Design adpll_lock_controller, sky130hd; sources not shown.
I/O pins on the die edge:
(6 px per um) Pins as bars across the die edge, other pins in gray.
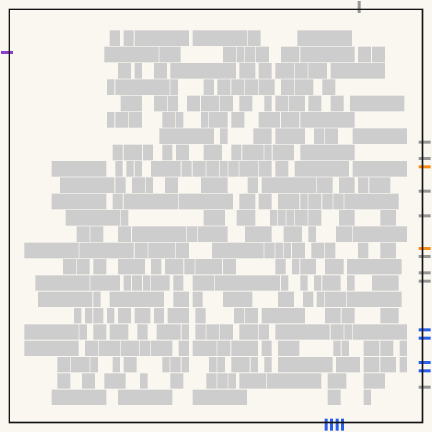
legend:
  purple:
    port: `fpga_clk_i`
    pins: 1
    direction: input
    edge: left
  orange:
    port: `gain_sel_o`
    pins: 2
    direction: output
    edge: right
  blue:
    port: `pd_clock_cycles_i`
    pins: 8
    direction: input
    edge: 4 right, 4 bottom
all pins by edge: 14 right, 4 bottom, 1 top, 1 left
die x size: 68.63 um
Die Ht: 68.63 um
IO buf count: 0

Local utilization:
(6 px per um) The die is cut into 7 by 7 equal tiles; black is low, pale yellow is high, 0 to 100% covered.
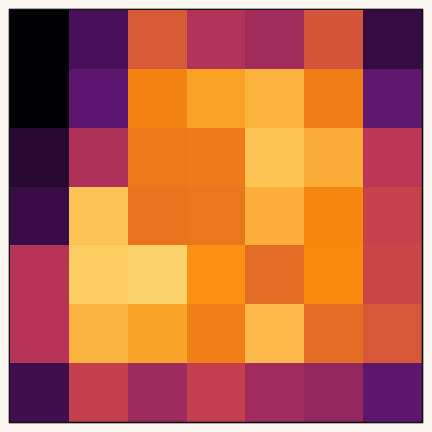
fullest tile: 91%
densest ninth of the die: middle
tiles over 75% full: 25%
emptiest ninth of the die: top left
nearly empty tiles: 4.1%
mean over tiles: 56%
FP Core Util: 62.65%
Core Region: 0.004000 mm^2
final core occ: 67.13%

==> results.cfg <==
; generated from flow reports
[routing]
vias_per_cell = 6.697
final_antenna_net_count = 0
drt_iter0_drc = 229
drt-pass1-iter-count = 5
via_count = 2190

[hold_path]
hold_class = input pin to asynchronous set/reset pin

[job]
cap_violations = 0
warning_count = 26

[logic_synthesis]
synth.avg_cell_area_um2 = 9.113
synth_area_mm2 = 0.002506
ys_types = 58
synth_seq_share_pct = 39.94
ys.warnings.count = 0
fp_nets = 290
synth.ff_latch_count = 40
yosys-stat-cells = 275
synth-edff-count = 0
netlist_instances = 275

[final_layout]
area_growth_pct = 7.139
layoutNonFillerInstCount = 327
final_layout_size_suffix_gt1_share_pct = 9.386
combGateArea_mm2 = 0.001388
fill_cells = 320
final_common_cell = dfrtp_1
layout.area.seq_mm2 = 0.001001

[critical_path]
crit_path_end_kind = flop
start_kind = flop
critPathKind = flop to flop
cp_cell_sequence = ha_1 -> nand3_1 -> or4_4 -> a211oi_2 -> o22ai_2 -> nor4b_4 -> o2111a_2 -> nand4_1 -> mux2i_1
cpMaxStageDelayCell = or4_4
worst-path-max-fanout = 15
path_depth = 9
reg2reg_slack_ns = 0.24
max_stage_delay_ns = 0.61
crit_family = simple AND/OR/NAND/NOR gates

[clock_network]
postCtsSetupRepairBufs = 0
clockRootBuffer = clkbuf_8
cts_tree = built
clock_path_buffers = 2
clk_latency_ns = 0.29
cts-buffers-inserted = 5
ctsHoldBuffers = 0
cts.repair.resized = 0

[final_timing]
finalClockPeriodUsage_pct = 92.71
worst_pin_slew_ns = 0.8707
final_hold_viol_count = 0
rsz0062_at_grt = no
fmax_mhz = 326.8
min_period_ns = 3.060
clock_skew_ns = 0.005278
relSlewSlack_pct = 41.99
tns_ns = 0

[die]
die-area_mm2 = 0.004710
io_pins = 20
row_count = 23

[pwr]
peakVddDrop_mv = 0.4250
p_per_area_mw_per_mm2 = 378.2
p_leak_nw = 1.113

[global_routing]
grt_use_total_pct = 25.50
grt_start_max_net_pins = 41
grt_pass1_vias = 1979
grt_pass1_wl_um = 9039

[run_status]
status = finished clean

[placement]
gp_congestion = 0.8705
dp_cells = 320
place_ws_ns = 0.1397
where the power goes:
part / internal [W] / switching (W) / total, W
clock network: 0.000298 / 0.000171 / 0.000468
logic: 0.0000158 / 0.0000262 / 0.0000420
registers: 0.000492 / 0.0000129 / 0.000505
total: 0.000806 / 0.000210 / 0.00102
through the flow:
step / hold WS (ns) / power (W) / area (um^2) / utilization, %
after floorplan: 0.4964 / 0.0005502 / 2506 / -
after global placement: 0.5191 / 0.0005550 / 2556 / 63.90
after detailed placement: 0.5297 / 0.0005568 / 2556 / 63.90
after CTS: 0.3769 / 0.001020 / 2685 / 67.13
after global routing: 0.3665 / 0.001048 / 2685 / 67.13
final: 0.3825 / 0.001016 / 2685 / 67.13
area by class of cell:
type	instances	share of cell area [%]
clock buffers	5	2.563
clock inverters	2	2.237
multi-input cells	207	51.68
flip-flops and latches	40	37.28
repair buffers	5	1.398
inverters	18	2.516
well taps	50	2.330
cell usage after synthesis, types with 2 or more instances:
| master | number | share of area, % |
|---|---|---|
| a32o_1 | 2 | 0.80 |
| mux2i_1 | 6 | 2.4 |
| xnor2_1 | 7 | 2.4 |
| a211oi_2 | 2 | 1.0 |
| nor4_1 | 7 | 1.7 |
| or3_1 | 5 | 1.2 |
| a41oi_1 | 2 | 0.70 |
| a31oi_1 | 11 | 2.7 |
| o2111ai_1 | 3 | 1.0 |
| nand2_1 | 23 | 3.4 |
| ha_1 | 3 | 1.5 |
| inv_1 | 18 | 2.7 |
| nand3_1 | 16 | 3.2 |
| nor2b_1 | 5 | 1.2 |
| o31ai_1 | 2 | 0.60 |
| nor3_1 | 6 | 1.2 |
| o211a_1 | 4 | 1.6 |
| a21oi_1 | 7 | 1.4 |
| clkbuf_1 | 7 | 1.0 |
| and2_1 | 19 | 4.7 |
| a211o_1 | 2 | 0.70 |
| o21bai_1 | 3 | 0.90 |
| o21ai_0 | 12 | 2.4 |
| dfrtp_1 | 40 | 40 |
| and4_1 | 3 | 1.0 |
| and3_1 | 5 | 1.2 |
| a21boi_0 | 3 | 0.90 |
| nor2_1 | 12 | 1.8 |
| nand4_1 | 11 | 2.7 |
routing by layer:
metal | routed length [um] | GRT usage [%]
met1 | 2493 | 34.23
met2 | 2444 | 40.87
met3 | 342 | 6.169
met4 | 86 | 7.250
met5 | 0 | 0
cell families after synthesis:
logic type | synth area share, %
muxes | 2.846
buffers and inverters | 4.693
xor gates and xnor gates | 2.796
and+or+nand+nor | 29.16
adders and majority gates | 1.498
DFF | 39.94
AOI/OAI and AO/OA | 19.07
worst register-to-register path, stage by stage, from the launching register on:
cell	delay (ns)
dfrtp_1	0.42
ha_1	0.29
nand3_1	0.18
or4_4	0.61
a211oi_2	0.27
o22ai_2	0.13
nor4b_4	0.35
o2111a_2	0.45
nand4_1	0.13
mux2i_1	0.15
Power and IR drop assume default switching activity.
